`src/rtl/vga_timing_gen_if.sv`:
```
// Raster timing bundle between the VGA timing generator and its consumers
// (colour lookup, overlay and sprite stages).
interface vga_timing_if;
  logic       iEN;
  logic       oHS;
  logic       oVS;
  logic       oBLANK_n;
  logic [9:0] oX;
  logic [9:0] oY;
  logic       oLINE_END;
  logic       oFRAME_START;
  logic [7:0] oFRAME;

  modport master (
    input  iEN,
    output oHS, oVS, oBLANK_n, oX, oY, oLINE_END, oFRAME_START, oFRAME
  );

  modport slave (
    output iEN,
    input  oHS, oVS, oBLANK_n, oX, oY, oLINE_END, oFRAME_START, oFRAME
  );
endinterface

```
`src/rtl/vga_timing_gen.sv`:
```
// Parameterised VGA raster timing generator: h/v counters plus registered sync,
// blank, coordinate and frame-marker decodes with a fixed one-clock latency.
module vga_timing_gen #(
  parameter int H_ACTIVE = 640,
  parameter int H_FRONT  = 16,
  parameter int H_SYNC   = 96,
  parameter int H_BACK   = 48,
  parameter int V_ACTIVE = 480,
  parameter int V_FRONT  = 10,
  parameter int V_SYNC   = 2,
  parameter int V_BACK   = 33,
  parameter bit HS_POL   = 1'b0,
  parameter bit VS_POL   = 1'b0
) (
  input  logic         iVGA_CLK,
  input  logic         iRST_n,
  vga_timing_if.master vga
);

  localparam int H_TOTAL = H_ACTIVE + H_FRONT + H_SYNC + H_BACK;
  localparam int V_TOTAL = V_ACTIVE + V_FRONT + V_SYNC + V_BACK;

  // Decode bounds kept 11 bits wide so a sync end of 1024 still compares correctly.
  localparam logic [10:0] H_LAST   = 11'(H_TOTAL - 1);
  localparam logic [10:0] V_LAST   = 11'(V_TOTAL - 1);
  localparam logic [10:0] H_ACT    = 11'(H_ACTIVE);
  localparam logic [10:0] V_ACT    = 11'(V_ACTIVE);
  localparam logic [10:0] H_ACT_M1 = 11'(H_ACTIVE - 1);
  localparam logic [10:0] HS_BEG   = 11'(H_ACTIVE + H_FRONT);
  localparam logic [10:0] HS_END   = 11'(H_ACTIVE + H_FRONT + H_SYNC);
  localparam logic [10:0] VS_BEG   = 11'(V_ACTIVE + V_FRONT);
  localparam logic [10:0] VS_END   = 11'(V_ACTIVE + V_FRONT + V_SYNC);

  logic [9:0]  h_cnt, v_cnt;
  logic [10:0] h_ext, v_ext;
  logic        h_last, v_last;
  logic        h_act, v_act;
  logic        hs_act, vs_act;
  logic        line_end, frame_start;

  assign h_ext = {1'b0, h_cnt};
  assign v_ext = {1'b0, v_cnt};

  always_comb begin
    h_last      = (h_ext == H_LAST);
    v_last      = (v_ext == V_LAST);
    h_act       = (h_ext < H_ACT);
    v_act       = (v_ext < V_ACT);
    hs_act      = (h_ext >= HS_BEG) && (h_ext < HS_END);
    vs_act      = (v_ext >= VS_BEG) && (v_ext < VS_END);
    line_end    = (h_ext == H_ACT_M1) && v_act;
    frame_start = (h_cnt == 10'd0) && (v_cnt == 10'd0);
  end

  always_ff @(posedge iVGA_CLK or negedge iRST_n) begin
    if (!iRST_n) begin
      h_cnt            <= '0;
      v_cnt            <= '0;
      vga.oHS          <= ~HS_POL;
      vga.oVS          <= ~VS_POL;
      vga.oBLANK_n     <= 1'b0;
      vga.oX           <= '0;
      vga.oY           <= '0;
      vga.oLINE_END    <= 1'b0;
      vga.oFRAME_START <= 1'b0;
      vga.oFRAME       <= '0;
    end else if (vga.iEN) begin
      h_cnt <= h_last ? 10'd0 : h_cnt + 10'd1;
      if (h_last)
        v_cnt <= v_last ? 10'd0 : v_cnt + 10'd1;

      vga.oHS          <= hs_act ? HS_POL : ~HS_POL;
      vga.oVS          <= vs_act ? VS_POL : ~VS_POL;
      vga.oBLANK_n     <= h_act && v_act;
      vga.oX           <= (h_act && v_act) ? h_cnt : 10'd0;
      vga.oY           <= (h_act && v_act) ? v_cnt : 10'd0;
      vga.oLINE_END    <= line_end;
      vga.oFRAME_START <= frame_start;
      // Bump alongside the pulse so the new frame number is visible with it.
      if (frame_start)
        vga.oFRAME <= vga.oFRAME + 8'd1;
    end else begin
      // Held: levels freeze, pulses drop so they are not seen twice.
      vga.oLINE_END    <= 1'b0;
      vga.oFRAME_START <= 1'b0;
    end
  end

endmodule

```
`src/flat_wrapper.sv`:
```
// flat-port wrapper written by rule: the top's interface ports become plain ports
module vga_timing_gen_flat 
#(
  parameter int H_ACTIVE = 640,
  parameter int H_FRONT  = 16,
  parameter int H_SYNC   = 96,
  parameter int H_BACK   = 48,
  parameter int V_ACTIVE = 480,
  parameter int V_FRONT  = 10,
  parameter int V_SYNC   = 2,
  parameter int V_BACK   = 33,
  parameter bit HS_POL   = 1'b0,
  parameter bit VS_POL   = 1'b0
)
  (iVGA_CLK, iRST_n, vga_iEN, vga_oHS, vga_oVS, vga_oBLANK_n, vga_oX, vga_oY, vga_oLINE_END, vga_oFRAME_START, vga_oFRAME);
  vga_timing_if vga_i ();
  input  logic iVGA_CLK;
  input  logic iRST_n;
  input wire logic [$bits(vga_i.iEN)-1:0] vga_iEN;
  output wire logic [$bits(vga_i.oHS)-1:0] vga_oHS;
  output wire logic [$bits(vga_i.oVS)-1:0] vga_oVS;
  output wire logic [$bits(vga_i.oBLANK_n)-1:0] vga_oBLANK_n;
  output wire logic [$bits(vga_i.oX)-1:0] vga_oX;
  output wire logic [$bits(vga_i.oY)-1:0] vga_oY;
  output wire logic [$bits(vga_i.oLINE_END)-1:0] vga_oLINE_END;
  output wire logic [$bits(vga_i.oFRAME_START)-1:0] vga_oFRAME_START;
  output wire logic [$bits(vga_i.oFRAME)-1:0] vga_oFRAME;
  assign vga_i.iEN = vga_iEN;
  assign vga_oHS = vga_i.oHS;
  assign vga_oVS = vga_i.oVS;
  assign vga_oBLANK_n = vga_i.oBLANK_n;
  assign vga_oX = vga_i.oX;
  assign vga_oY = vga_i.oY;
  assign vga_oLINE_END = vga_i.oLINE_END;
  assign vga_oFRAME_START = vga_i.oFRAME_START;
  assign vga_oFRAME = vga_i.oFRAME;
  vga_timing_gen #(.H_ACTIVE(H_ACTIVE), .H_FRONT(H_FRONT), .H_SYNC(H_SYNC), .H_BACK(H_BACK), .V_ACTIVE(V_ACTIVE), .V_FRONT(V_FRONT), .V_SYNC(V_SYNC), .V_BACK(V_BACK), .HS_POL(HS_POL), .VS_POL(VS_POL)) u_core (.iVGA_CLK(iVGA_CLK), .iRST_n(iRST_n), .vga(vga_i));
endmodule
```
`config.mk`:
```
export PLATFORM = sky130hd
export DESIGN_NAME = vga_timing_gen_flat
export DESIGN_NICKNAME = d
export VERILOG_FILES = /design/src/rtl/vga_timing_gen_if.sv /design/src/rtl/vga_timing_gen.sv /design/src/flat_wrapper.sv
export SDC_FILE = /design/constraint.sdc
export NUM_CORES = 1
export LEC_CHECK = 0
export ABC_AREA = 1
export CORE_UTILIZATION = 55
export CTS_CLUSTER_DIAMETER = 30
export DETAILED_ROUTE_END_ITERATION = 16
export GPL_TIMING_DRIVEN = 0
export HOLD_SLACK_MARGIN = 0.15
export PLACE_DENSITY = 0.76
export SLEW_MARGIN = 40
export SYNTH_ARGS = -nofsm -noshare
export SYNTH_HDL_FRONTEND = slang
export SYNTH_SLANG_ARGS = --single-unit
```
`constraint.sdc`:
```
create_clock -name iVGA_CLK -period 1.8 [get_ports iVGA_CLK]
set_input_delay 0.18 -clock iVGA_CLK [delete_from_list [all_inputs] [get_ports iVGA_CLK]]
set_output_delay 0.18 -clock iVGA_CLK [all_outputs]
set_load 0.02 [all_outputs]
```
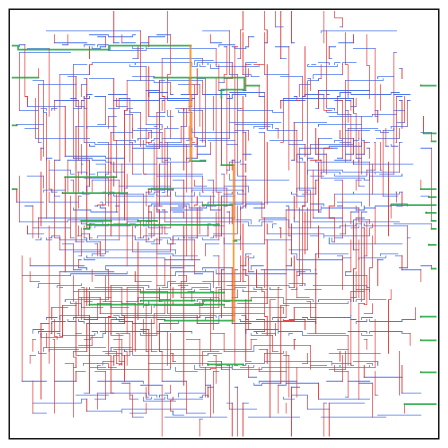
**Above:** wiring by layer.
Key: red = M2 [wire length 2,780 um]; blue = M1 [wire length 2,730 um]; green = M3 [wire length 235 um]; orange = M4 [wire length 46.2 um]
via count of the routed design: 2,352
average wire per standard cell: 12.46 um
total global routing track utilization: 24.88%
wire length after detailed routing: 5.793 mm

==> impl_table.tex <==
% Generated from flow reports
\begin{tabular}{lr}
\hline
Metric & Value \\
\hline
\multicolumn{2}{l}{\textbf{Clock tree}} \\
Clock-pin slew of the registers on the worst-case setup and hold paths & $\sim$0.09 ns \\
Clock buffer count from CTS & 5 \\
Clock latency on the worst-skew pair & slightly above 0.3 ns \\
Hold-fix buffers, CTS & 1 \\
\multicolumn{2}{l}{\textbf{Synthesis}} \\
AND-OR/OR-AND share of the synthesized area & 2.747\% \\
Most area-hungry cell type in the Yosys netlist & sky130\_fd\_sc\_hd\_\_dfrtp\_1 \\
Warning count from the yosys run & 0 \\
Syn Nets & 363 \\
Area of the synthesized netlist per yosys stat & $\sim$2800 um\^{}2 \\
FA/HA/MAJ Cells, Area Fraction & 2.701\% \\
Number of instances in the synthesized netlist & 354 \\
Post-synth top area share & 45.93\% \\
Unique cell types & 31 \\
\multicolumn{2}{l}{\textbf{Critical path}} \\
Setup crit start & u\_core.v\_cnt[0] \\
Startpoint of the lowest-slack register-to-register path & u\_core.v\_cnt[0] \\
Maximum single-stage delay on the critical path & 0.44 ns \\
\multicolumn{2}{l}{\textbf{Status}} \\
Outcome & complete, no violations \\
\multicolumn{2}{l}{\textbf{Final layout}} \\
Storage cell area & approximately 1300 um\^{}2 \\
Seq Cell Count & between 50 and 60 \\
Relative area change from synthesis to final layout & 19.90\% \\
Non-Clock Buffer Count & around 45 \\
Leading cell type in the layout, fill and taps excluded & sky130\_fd\_sc\_hd\_\_nand2\_1 \\
Clock tree buffer count of the final layout & 7 \\
Logic area & 1240 um\^{}2 \\
Layout cell share with drive strength beyond 1 & 10.80\% \\
Largest cell class by area & sequential cells \\
\multicolumn{2}{l}{\textbf{Pwr}} \\
Static leakage & $\sim$1.7 nW \\
Part of the power in the clock network & roughly 23\% \\
Flop pwr share & 49.9\% \\
Max IR drop VDD & 0.7040 mV \\
Total power of the final layout & 3.185 mW \\
Cell Int Power & around 2.1 mW \\
Pwr dens & 955.9 nW/um\^{}2 \\
\multicolumn{2}{l}{\textbf{Floorplan}} \\
Die area & 5341 um\^{}2 \\
Top-level port count & 36 \\
Number of placement rows & 25 \\
Placeable core area & 4786 um\^{}2 \\
\multicolumn{2}{l}{\textbf{STA}} \\
Total of endpoints with negative setup slack in the final report & 0 \\
Aggregate negative setup slack & 0 ns \\
\multicolumn{2}{l}{\textbf{Detailed routing}} \\
Topmost layer with routed signal wires & met4 \\
Detailed-route DRC error count & 0 \\
\multicolumn{2}{l}{\textbf{Run}} \\
Number of warning messages in the logs & 29 \\
\multicolumn{2}{l}{\textbf{Global routing}} \\
Congestion Overflow GR & 0 \\
Global-route wire length before repair & $\sim$10 mm \\
\multicolumn{2}{l}{\textbf{Hold path}} \\
Path class of the lowest-slack min-delay path & in -> reg \\
Number of cells on the worst hold path & 3 \\
\multicolumn{2}{l}{\textbf{Placement}} \\
HPWL after DPL & approximately 4.2 mm \\
Last weighted congestion value of the routability-driven placer & roughly 0.95 \\
\hline
\end{tabular}
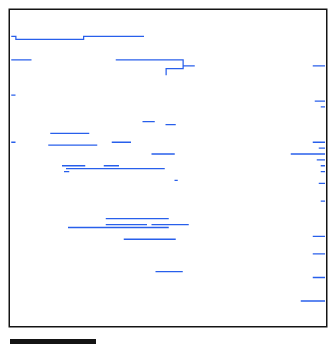
**Above:** the metal 3 layer.
Bar = 20 um.
The longest straight run is 23.0 um. The layer carries 235 um of wire. The wires run mostly horizontal. 33 nets have wire on it. The layer holds 4.1% of the routed length.

## per-stage QoR
| stage | instance area, um^2 | hold slack, ns | std cells | worst slack, ns | util (%) |
|---|---|---|---|---|---|
| floorplan | 2779 | -0.1156 | 354 | 0.3832 | - |
| global placement | 3203 | 0.4636 | 455 | -1.043 | 66.93 |
| detailed placement | 3221 | 0.07573 | 456 | 0.1634 | 67.29 |
| CTS | 3332 | 0.2047 | 465 | 0.1478 | 69.62 |
| global route | 3332 | 0.2255 | 465 | 0.004855 | 69.62 |
| finish | 3332 | 0.2155 | 465 | 0.1430 | 69.62 |
## worst max-delay path, delay by kind of cell, from the launching register on
kind / cells / cell delay [ns]
fa+ha+maj: 1 / 0.17
buf+inv: 2 / 0.17
flops: 1 / 0.44
simple gates: 6 / 0.77
Power and IR drop assume default switching activity.
